## config.mk

```make
export PLATFORM = sky130hd
export DESIGN_NAME = count_seq_ctrl_flat
export DESIGN_NICKNAME = d
export VERILOG_FILES = /design/src/rtl/count_seq_ctrl_if.sv /design/src/rtl/count_seq_ctrl.sv /design/src/flat_wrapper.sv
export SDC_FILE = /design/constraint.sdc
export NUM_CORES = 1
export LEC_CHECK = 0
export ABC_AREA = 1
export ABC_CLOCK_PERIOD_IN_PS = 2100
export CELL_PAD_IN_SITES_DETAIL_PLACEMENT = 1
export CELL_PAD_IN_SITES_GLOBAL_PLACEMENT = 1
export CORE_ASPECT_RATIO = 1.1
export CORE_MARGIN = 5
export CORE_UTILIZATION = 42
export DETAILED_ROUTE_END_ITERATION = 6
export PLACE_DENSITY = 0.91
export SLEW_MARGIN = 20
export SYNTH_ARGS = -nofsm -noshare
export SYNTH_HDL_FRONTEND = slang
export SYNTH_SLANG_ARGS = --single-unit
```

## constraint.sdc

```tcl
create_clock -name clk -period 2.1 [get_ports clk]
set_input_delay 0.42 -clock clk [delete_from_list [all_inputs] [get_ports clk]]
set_output_delay 0.42 -clock clk [all_outputs]
set_load 0.1 [all_outputs]
```

## src/rtl/count_seq_ctrl_if.sv

```systemverilog
// Command and status bundle for the LED count sequencer: push-button pulses,
// count configuration in, registered count/status out.
interface count_seq_ctrl_if #(
    parameter int CNT_W = 4
);
    logic             start;
    logic             pause;
    logic             stop;
    logic             load;
    logic [CNT_W-1:0] load_val;
    logic             dir;
    logic             mode;
    logic [CNT_W-1:0] cnt_lim;
    logic [CNT_W-1:0] q;
    logic             tick;
    logic             busy;
    logic             done;
    logic [1:0]       state;

    modport master (
        output start, pause, stop, load, load_val, dir, mode, cnt_lim,
        input  q, tick, busy, done, state
    );

    modport slave (
        input  start, pause, stop, load, load_val, dir, mode, cnt_lim,
        output q, tick, busy, done, state
    );
endinterface

```

## src/rtl/count_seq_ctrl.sv

```systemverilog
// Run/pause/stop sequencer for the slow LED counter: a prescaler produces a
// one-cycle step enable and the count steps up or down, wrapping or one-shot.
module count_seq_ctrl #(
    parameter int                 CNT_W     = 4,
    parameter int                 PRESC_W   = 26,
    parameter logic [PRESC_W-1:0] PRESC_MAX = {PRESC_W{1'b1}}
) (
    input  logic            clk,
    input  logic            reset,
    count_seq_ctrl_if.slave bus
);

    typedef enum logic [1:0] {
        ST_IDLE  = 2'd0,
        ST_RUN   = 2'd1,
        ST_PAUSE = 2'd2,
        ST_DONE  = 2'd3
    } state_t;

    localparam logic [CNT_W-1:0]   CNT_ONE   = {{(CNT_W-1){1'b0}}, 1'b1};
    localparam logic [CNT_W-1:0]   CNT_ZERO  = {CNT_W{1'b0}};
    localparam logic [PRESC_W-1:0] PRESC_ONE = {{(PRESC_W-1){1'b0}}, 1'b1};
    localparam logic [PRESC_W-1:0] PRESC_ZERO = {PRESC_W{1'b0}};

    state_t             state_r, state_s;
    logic [PRESC_W-1:0] presc_r, presc_s;
    logic [CNT_W-1:0]   q_r, q_s;
    logic               tick_r, tick_s;
    logic               busy_r;
    logic               done_r;
    logic [CNT_W:0]     step_s;

    // Returns {limit_hit_one_shot, next_count}; a hit leaves the count unchanged.
    function automatic logic [CNT_W:0] step_count(
        input logic [CNT_W-1:0] cur,
        input logic [CNT_W-1:0] lim,
        input logic             down,
        input logic             one_shot
    );
        logic [CNT_W:0] res;
        if (!down) begin
            if (cur >= lim) begin
                res = one_shot ? {1'b1, cur} : {1'b0, CNT_ZERO};
            end else begin
                res = {1'b0, cur + CNT_ONE};
            end
        end else begin
            if (cur == CNT_ZERO) begin
                res = one_shot ? {1'b1, cur} : {1'b0, lim};
            end else begin
                res = {1'b0, cur - CNT_ONE};
            end
        end
        return res;
    endfunction

    // Next-state, prescaler and count update with stop > load > start > pause.
    always_comb begin
        state_s = state_r;
        presc_s = presc_r;
        q_s     = q_r;
        tick_s  = 1'b0;
        step_s  = step_count(q_r, bus.cnt_lim, bus.dir, bus.mode);

        if (bus.stop) begin
            q_s     = CNT_ZERO;
            presc_s = PRESC_ZERO;
            state_s = ST_IDLE;
        end else if (bus.load) begin
            q_s     = bus.load_val;
            presc_s = PRESC_ZERO;
            if (state_r == ST_DONE) begin
                state_s = ST_IDLE;
            end else begin
                state_s = state_r;
            end
        end else begin
            case (state_r)
                ST_IDLE: begin
                    presc_s = PRESC_ZERO;
                    if (bus.start) begin
                        state_s = ST_RUN;
                    end else begin
                        state_s = ST_IDLE;
                    end
                end
                ST_RUN: begin
                    // start outranks pause, and start is a no-op while running
                    if (bus.pause && !bus.start) begin
                        state_s = ST_PAUSE;
                    end else if (presc_r == PRESC_MAX) begin
                        presc_s = PRESC_ZERO;
                        tick_s  = 1'b1;
                        q_s     = step_s[CNT_W-1:0];
                        if (step_s[CNT_W]) begin
                            state_s = ST_DONE;
                        end else begin
                            state_s = ST_RUN;
                        end
                    end else begin
                        presc_s = presc_r + PRESC_ONE;
                    end
                end
                ST_PAUSE: begin
                    if (bus.start || bus.pause) begin
                        state_s = ST_RUN;
                    end else begin
                        state_s = ST_PAUSE;
                    end
                end
                ST_DONE: begin
                    if (bus.start) begin
                        state_s = ST_RUN;
                        presc_s = PRESC_ZERO;
                        q_s     = bus.dir ? bus.cnt_lim : CNT_ZERO;
                    end else begin
                        state_s = ST_DONE;
                    end
                end
                default: begin
                    state_s = ST_IDLE;
                    presc_s = PRESC_ZERO;
                    q_s     = CNT_ZERO;
                end
            endcase
        end
    end

    // State and output registers; busy/done decode the next state so they align with it.
    always_ff @(posedge clk or negedge reset) begin
        if (!reset) begin
            state_r <= ST_IDLE;
            presc_r <= PRESC_ZERO;
            q_r     <= CNT_ZERO;
            tick_r  <= 1'b0;
            busy_r  <= 1'b0;
            done_r  <= 1'b0;
        end else begin
            state_r <= state_s;
            presc_r <= presc_s;
            q_r     <= q_s;
            tick_r  <= tick_s;
            busy_r  <= (state_s == ST_RUN) || (state_s == ST_PAUSE);
            done_r  <= (state_s == ST_DONE);
        end
    end

    assign bus.q     = q_r;
    assign bus.tick  = tick_r;
    assign bus.busy  = busy_r;
    assign bus.done  = done_r;
    assign bus.state = state_r;

endmodule

```

## src/flat_wrapper.sv

```systemverilog
// flat-port wrapper written by rule: the top's interface ports become plain ports
module count_seq_ctrl_flat 
#(
    parameter int                 CNT_W     = 4,
    parameter int                 PRESC_W   = 26,
    parameter logic [PRESC_W-1:0] PRESC_MAX = {PRESC_W{1'b1}}
)
  (clk, reset, bus_start, bus_pause, bus_stop, bus_load, bus_load_val, bus_dir, bus_mode, bus_cnt_lim, bus_q, bus_tick, bus_busy, bus_done, bus_state);
  count_seq_ctrl_if #(.CNT_W(CNT_W)) bus_i ();
  input  logic clk;
  input  logic reset;
  input wire logic [$bits(bus_i.start)-1:0] bus_start;
  input wire logic [$bits(bus_i.pause)-1:0] bus_pause;
  input wire logic [$bits(bus_i.stop)-1:0] bus_stop;
  input wire logic [$bits(bus_i.load)-1:0] bus_load;
  input wire logic [$bits(bus_i.load_val)-1:0] bus_load_val;
  input wire logic [$bits(bus_i.dir)-1:0] bus_dir;
  input wire logic [$bits(bus_i.mode)-1:0] bus_mode;
  input wire logic [$bits(bus_i.cnt_lim)-1:0] bus_cnt_lim;
  output wire logic [$bits(bus_i.q)-1:0] bus_q;
  output wire logic [$bits(bus_i.tick)-1:0] bus_tick;
  output wire logic [$bits(bus_i.busy)-1:0] bus_busy;
  output wire logic [$bits(bus_i.done)-1:0] bus_done;
  output wire logic [$bits(bus_i.state)-1:0] bus_state;
  assign bus_i.start = bus_start;
  assign bus_i.pause = bus_pause;
  assign bus_i.stop = bus_stop;
  assign bus_i.load = bus_load;
  assign bus_i.load_val = bus_load_val;
  assign bus_i.dir = bus_dir;
  assign bus_i.mode = bus_mode;
  assign bus_i.cnt_lim = bus_cnt_lim;
  assign bus_q = bus_i.q;
  assign bus_tick = bus_i.tick;
  assign bus_busy = bus_i.busy;
  assign bus_done = bus_i.done;
  assign bus_state = bus_i.state;
  count_seq_ctrl #(.CNT_W(CNT_W), .PRESC_W(PRESC_W), .PRESC_MAX(PRESC_MAX)) u_core (.clk(clk), .reset(reset), .bus(bus_i));
endmodule
```

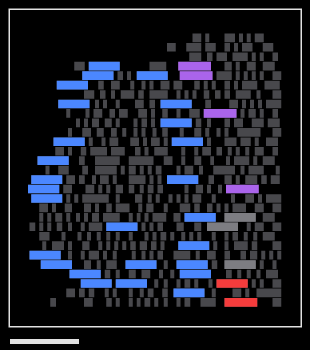
(run_1/flops_by_reg.png)
The bar under the picture is 20 microns long. Other sequential cells in the stronger gray, the rest of the logic in the fainter gray.
Key: blue = u_core.presc_r [placed flops 26]; red = u_core.bus.state [placed flops 2]; purple = u_core.bus.q [placed flops 4]

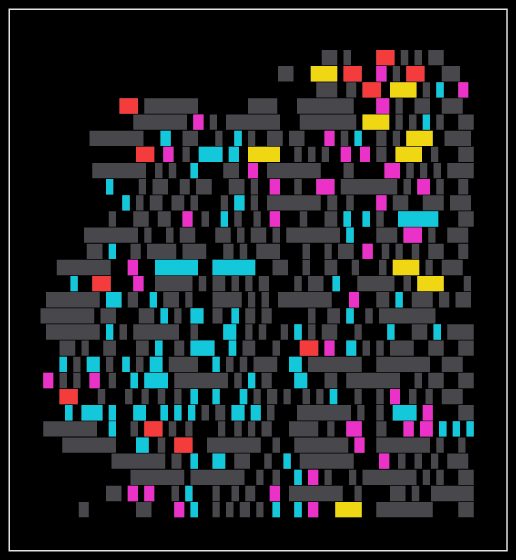
(run_1/logic_types.png)
Key: yellow = adder and majority cells [cells 9, most used ha_1]; magenta = inverting AOI/OAI gates [cells 37, most used a21oi_1]; cyan = NOR gates [cells 74, most used nor2_1]; red = XOR/XNOR gates [cells 11, most used xor2_1]

==> impl_metrics.py, run 1 <==
# Generated from Yosys and OpenROAD reports
metrics = {
    "clock_network": {
        "cts.sinks": 35,
        "cts-root-buf": "clkbuf_8",
        "cts_max_path_buffers": 2,
        "clk_pin_slew_worst_paths_ps": 80,
        "htree_levels": 2,
    },
    "run": {
        "tool_warnings": 29,
        "max_cap_viol_count": 0,
    },
    "synthesis": {
        "synthAoiAreaFrac": 0.0820,
        "ys_cells": 349,
        "ys_types": 35,
        "synth.net_count": 374,
        "ys_sh_simple": 0.412,
        "netlist_top_cells_area": "dfrtp_1 35%, nand2_1 14%, nor2_1 7.8%",
        "synthCells": 349,
    },
    "layout": {
        "comb_area_sq_um": 1470,
        "dominant-cell-class": "combinational gates",
        "buf_share": 0.147,
        "lay_top_cells": "95 x nand2_1, 50 x nor2_1, 39 x buf_4",
    },
    "detailed_routing": {
        "ant_nets": 0,
        "firstDrtPassIters": 4,
        "wl_per_cell_microns": 15.4,
        "route.met3.wl_microns": 222,
    },
    "setup_path": {
        "crit_family": "simple AND/OR/NAND/NOR gates",
        "cpPeakStageDelay_ps": 380,
        "r2r_cells": 13,
        "critPathMaxFanout": 5,
        "path_depth": 13,
        "crit_end": "u_core.bus.busy$_DFF_PN0_",
        "cp-startpoint": "u_core.presc_r[0]$_DFFE_PN0P_",
    },
    "final_timing": {
        "skew_ps": 7.92,
        "hold_violations": 0,
        "fin_crit_ps": 1930,
        "maxSlewViolCount": 0,
    },
    "status": {
        "outcome": "finished, final reports clean",
    },
    "worst_hold_path": {
        "worst_hold_path_type": "primary input to async pin",
    },
    "grt": {
        "met3_usage": 0.0317,
    },
    "floorplanning": {
        "fp_util": 0.434,
    },
}
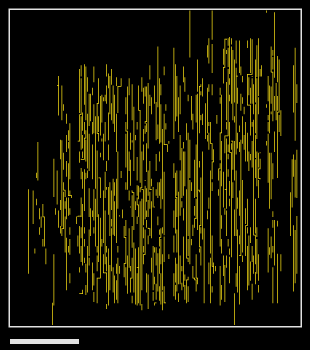
(run_1/layer_met2.png)
The bar under the picture is 20 microns long.
The longest straight run is 39.1 microns. 375 nets have wire on it. The layer carries 4090 microns of wire.
final WL: 7460 microns
met2 usage: 0.389
via count: 2521

## run 1: power by group
group	leakage [nW]	switching, mW	internal [mW]
clock	0.0402	0.267	0.231
combinational	0.961	0.330	0.160
sequential	0.475	0.0207	0.694
## run 1: per-stage QoR
step / cells / util / cell area, sq um
2_1_floorplan: 349 / - / 2510
3_3_place_gp: 473 / 0.522 / 3010
3_5_place_dp: 473 / 0.522 / 3010
4_1_cts: 481 / 0.540 / 3110
5_1_grt: 485 / 0.547 / 3160
6_report: 485 / 0.547 / 3160
## run 1: cell usage after synthesis, drive strengths merged, types with 2 or more instances
cell,n
a21oi,18
a31oi,2
buf,2
clkbuf,2
dfrtp,35
ha,9
inv,40
nand2,102
nand3,26
nand4,9
nor2,64
nor3,6
nor3b,2
nor4,2
o21ai,14
xnor2,5
xor2,6
==> run_1/congestion.png <==
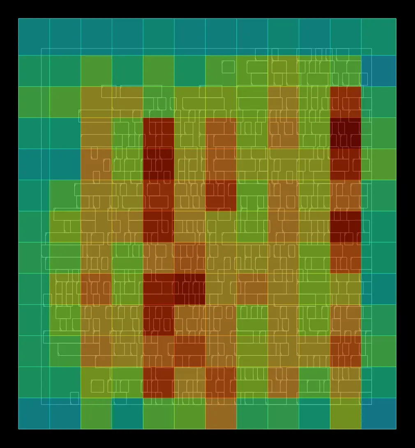

## Run 2: what changed since run 1
--- a/config.mk
+++ b/config.mk
@@ -9,7 +9,7 @@
 export ABC_CLOCK_PERIOD_IN_PS = 2100
 export CELL_PAD_IN_SITES_DETAIL_PLACEMENT = 1
 export CELL_PAD_IN_SITES_GLOBAL_PLACEMENT = 1
-export CORE_ASPECT_RATIO = 1.1
+export CORE_ASPECT_RATIO = 0.8
 export CORE_MARGIN = 5
 export CORE_UTILIZATION = 42
 export DETAILED_ROUTE_END_ITERATION = 6
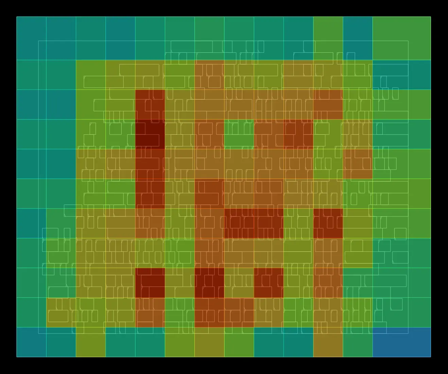
(run_2/congestion.png)
gr busiest metal: met2
Layout Utilization: 0.540
total track usage: 0.219
DR WL/cell: 16.5 microns

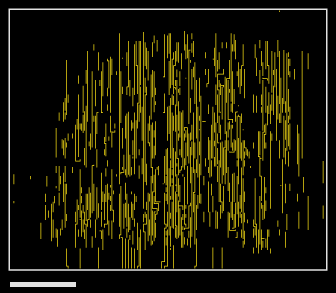
(run_2/layer_met2.png)
The bar under the picture is 20 microns long.
369 nets have wire on it. The layer holds 47% of the routed length. The wires run mostly vertical.
via count: 2515
final WL: 8000 microns

==> run 2 against run 1 <==
Against the previous run:
- the flow now finishes with violations (setup timing)
- cell count unchanged
- hold slack improved by 310 ps
- largest power group unchanged
- cell area about the same
- register-to-register slack got worse by 110 ps
==> impl_metrics.py, run 2 <==
# Generated from Yosys and OpenROAD reports
metrics = {
    "grt": {
        "met3_usage": 0.0303,
        "grt_pass1_wl_microns": 13100,
        "grt_util_met2": 0.354,
        "met1_usage": 0.309,
    },
    "floorplanning": {
        "num_tap_cells": 81,
        "pin_count": 25,
        "die_h_microns": 79.1,
        "fp_util": 0.428,
    },
    "run": {
        "tool_warnings": 29,
        "max_cap_viol_count": 0,
    },
    "clock_network": {
        "htree_levels": 2,
        "cts_max_path_buffers": 2,
        "clk_pin_slew_worst_paths_ps": 80,
        "clk_latency_ps": 300,
        "cts.sinks": 35,
        "cts-root-buf": "clkbuf_8",
    },
    "power": {
        "p_sw_frac": 0.368,
        "p_int_mw": 1.09,
        "power_frac_seq": 0.417,
        "finalPower_mw": 1.73,
        "p_clk_frac": 0.285,
        "leakage_nw": 1.46,
        "switchingPower_mw": 0.636,
        "power_frac_comb": 0.298,
    },
    "final_timing": {
        "maxSlewViolCount": 0,
        "setup_violations": 1,
        "hold_violations": 0,
        "fin_crit_ps": 2140,
        "skew_ps": 5.77,
        "fin_ws_ps": -39.6,
    },
    "detailed_routing": {
        "route.met3.wl_microns": 357,
        "top_layer": "met4",
        "ant_nets": 0,
        "drc": 0,
        "firstDrtPassIters": 4,
        "drt_iter0_drc": 118,
    },
    "synthesis": {
        "ys_sh_simple": 0.412,
        "synth.most_common_cell": "nand2_1",
        "synthTopCellsByCount": "95 x nand2_1, 52 x nor2_1, 37 x inv_1",
        "edf_count": 0,
        "ys_types": 35,
        "synthCells": 349,
        "largest_area_cell": "dfrtp_1",
        "ys_cells": 349,
        "flop_cell": "dfrtp_1",
        "synthAoiAreaFrac": 0.0820,
        "synth.net_count": 374,
        "synth.cell_area_sq_um": 2500,
        "ys_seq_share": 0.350,
        "xor_share": 0.0385,
        "netlist_top_cells_area": "dfrtp_1 35%, nand2_1 14%, nor2_1 7.8%",
    },
    "setup_path": {
        "critPathMaxFanout": 4,
        "crit_end": "u_core.bus.q[2]$_DFFE_PN0P_",
        "rr_endpoint": "u_core.bus.q[2]$_DFFE_PN0P_",
        "cp-startpoint": "bus_cnt_lim[3]",
        "path_depth": 9,
        "cp_slowest_cell": "clkdlybuf4s50_1",
        "r2r_cells": 11,
        "crit_required_ps": 2260,
        "crit_family": "AND-OR/OR-AND gates",
        "worst_setup_path_end_kind": "flip-flop",
        "cpPeakStageDelay_ps": 500,
        "critical_path_class": "primary input to flip-flop",
    },
    "layout": {
        "num-nets-final": 428,
        "fin_area_sq_um": 3160,
        "num_antenna_cells": 0,
        "drive_gt1_frac": 0.220,
        "buf_share": 0.143,
        "fin_cells": 485,
        "comb_area_sq_um": 1480,
        "largest_reg_flops": 26,
        "dominant-cell-class": "combinational gates",
        "lay_top_cells": "92 x nand2_1, 51 x nor2_1, 34 x buf_4",
        "flop-count": 35,
    },
    "worst_hold_path": {
        "worst_hold_path_type": "flip-flop to flip-flop",
    },
    "status": {
        "outcome": "complete, but fails checks",
        "violations": "setup timing",
    },
    "placed_design": {
        "place_area_sq_um": 3030,
        "dp_cells": 476,
        "hpwl_microns": 6020,
    },
}
run 2: logic make-up after synthesis:
kind of cell,count (synthesis)
buffers and inverters,45
AOI/OAI and AO/OA,38
DFF,35
adders and majority gates,9
xor gates and xnor gates,11
and+or+nand+nor,211
run 2: timing repair:
action	in CTS	in global routing
hold buffers	0	0
setup buffers	0	1
cloned	0	0
resized	1	13
setup endpoints to repair	1	3
pin swaps	0	2
run 2: power by group through the flow:
| stage | clock network, mW | logic, mW | registers [mW] |
|---|---|---|---|
| after detailed placement | 0 | 0.493 | 0.730 |
| after global placement | 0 | 0.472 | 0.729 |
| after floorplan | 0 | 0.183 | 0.856 |
| after CTS | 0.497 | 0.495 | 0.717 |
| final | 0.493 | 0.515 | 0.721 |
| after global routing | 0.529 | 0.554 | 0.724 |
==> run_2/flops_by_reg.png <==
The bar under the picture is 20 microns long. Other sequential cells in the stronger gray, the rest of the logic in the fainter gray.
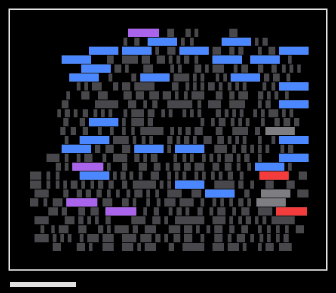

## Run 3: what changed since run 2
--- a/config.mk
+++ b/config.mk
@@ -11,9 +11,9 @@
 export CELL_PAD_IN_SITES_GLOBAL_PLACEMENT = 1
 export CORE_ASPECT_RATIO = 0.8
 export CORE_MARGIN = 5
-export CORE_UTILIZATION = 42
+export CORE_UTILIZATION = 40
 export DETAILED_ROUTE_END_ITERATION = 6
-export PLACE_DENSITY = 0.91
+export PLACE_DENSITY = 0.75
 export SLEW_MARGIN = 20
 export SYNTH_ARGS = -nofsm -noshare
 export SYNTH_HDL_FRONTEND = slang
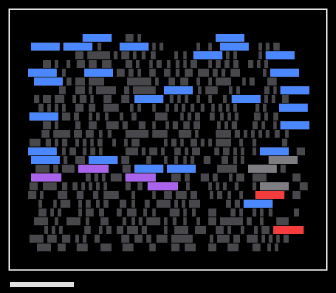
(run_3/flops_by_reg.png)
The bar under the picture is 20 microns long. Other sequential cells in the stronger gray, the rest of the logic in the fainter gray.
Key: blue = u_core.presc_r [placed flops 26]; red = u_core.bus.state [placed flops 2]; purple = u_core.bus.q [placed flops 4]
Another 3 sequential cells are not colored.
Reg area: 882 sq um
sequential cell area share: 0.273
Seq. pwr: 0.717 mW
Layout Utilization: 0.538

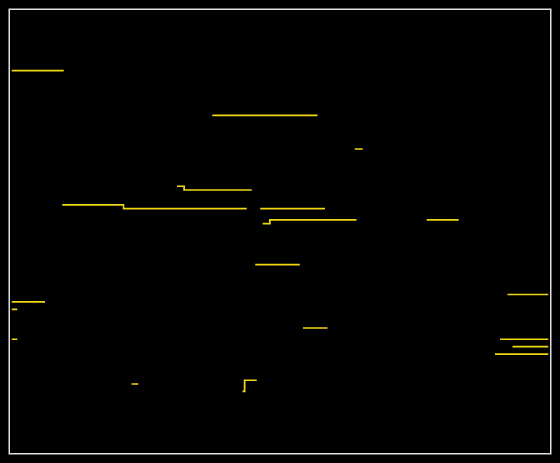
(run_3/layer_met3.png)
The layer holds 2.2% of the routed length. The longest straight run is 22.3 microns.
final WL: 7620 microns
via count: 2498
grt met3 use: 0.0326

==> run 3 against run 2 <==
Against the previous run:
- the run now ends clean
- clock skew shrank 2.4 ps
- sequential share of layout area shrank 0.60 points
- synthesized area is the same
- wire length shrank 4.7%
- largest cell class unchanged
==> impl_metrics.py, run 3 <==
# Generated from Yosys and OpenROAD reports
metrics = {
    "placed_design": {
        "place_area_sq_um": 3080,
        "hpwl_microns": 6140,
        "dp_cells": 484,
    },
    "setup_path": {
        "critPathMaxFanout": 2,
        "cpPeakStageDelay_ps": 470,
        "worst_setup_path_end_kind": "flip-flop",
        "crit_required_ps": 2270,
        "critical_path_class": "primary input to flip-flop",
        "cp-startpoint": "bus_cnt_lim[1]",
        "crit_end": "u_core.bus.busy$_DFF_PN0_",
        "r2r_cells": 14,
        "crit_family": "buffers and inverters",
        "cp_slowest_cell": "clkdlybuf4s50_1",
    },
    "power": {
        "power_frac_seq": 0.403,
        "p_clk_mw": 0.550,
        "power_frac_comb": 0.287,
        "leakage_nw": 1.51,
        "p_clk_frac": 0.309,
        "p_sw_frac": 0.343,
        "p_comb_mw": 0.510,
        "power-top-group": "sequential cells",
        "switchingPower_mw": 0.609,
        "p_int_mw": 1.17,
    },
    "detailed_routing": {
        "route.met3.wl_microns": 167,
        "top_layer": "met4",
        "wl_per_cell_microns": 15.4,
        "ant_nets": 0,
        "drt_iter0_drc": 80,
        "firstDrtPassIters": 4,
        "drc": 0,
    },
    "grt": {
        "met1_usage": 0.285,
        "grt_pass1_wl_microns": 12700,
        "grt_util_met2": 0.329,
        "top_usage_layer": "met2",
    },
    "layout": {
        "fin_area_sq_um": 3230,
        "lay_top_cells": "91 x nand2_1, 52 x nor2_1, 43 x buf_4",
        "num-nets-final": 437,
        "fin_cells": 494,
        "num_antenna_cells": 0,
        "largest_reg_flops": 26,
    },
    "status": {
        "outcome": "finished, final reports clean",
    },
    "synthesis": {
        "netlist_top_cells_area": "dfrtp_1 35%, nand2_1 14%, nor2_1 7.8%",
        "flop_cell": "dfrtp_1",
        "largest_area_cell": "dfrtp_1",
        "ys_sh_simple": 0.412,
        "ys_cells": 349,
        "synth.net_count": 374,
        "synth.most_common_cell": "nand2_1",
        "ys_types": 35,
        "synthAoiAreaFrac": 0.0820,
        "ys_seq_share": 0.350,
        "edf_count": 0,
        "synthCells": 349,
    },
    "final_timing": {
        "maxSlewViolCount": 0,
        "skew_ps": 3.40,
        "hold_violations": 0,
        "setup_violations": 0,
        "fin_crit_ps": 1980,
    },
    "clock_network": {
        "cts.sinks": 35,
        "cts-root-buf": "clkbuf_8",
        "cts_max_path_buffers": 2,
        "clk_pin_slew_worst_paths_ps": 70,
        "htree_levels": 2,
        "cts_hold_buf": 0,
    },
    "floorplanning": {
        "die_h_microns": 80.8,
        "pin_count": 25,
    },
    "run": {
        "tool_warnings": 29,
    },
}
-- run 3: cell counts after synthesis --
Identical to the previous run, type by type.
-- run 3: area by class of cell --
class	instances	area (sq um)
fill	804	2780
multi-input combinational	269	1470
sequential	35	882
timing repair buffer	60	513
inverter	41	158
tap	81	101
clock buffer	8	100
-- run 3: stage by stage --
stage | total power, mW | setup slack (ps) | hold slack [ps] | utilization
floorplan | 1.04 | -96.2 | 124 | -
global placement | 1.21 | -273 | 367 | 0.513
detailed placement | 1.23 | -348 | 373 | 0.513
CTS | 1.78 | 42.9 | 61.1 | 0.530
global route | 1.87 | -14.5 | 68.9 | 0.538
finish | 1.78 | 120 | 55.3 | 0.538
-- run 3: timing repair --
action                     4_1_cts  5_1_grt
buffers inserted                 0        2
pin swaps                        0        6
setup endpoints to repair        1        1
gates resized                    1       10
No activity file was given, so power comes from the tool's default toggle rates.
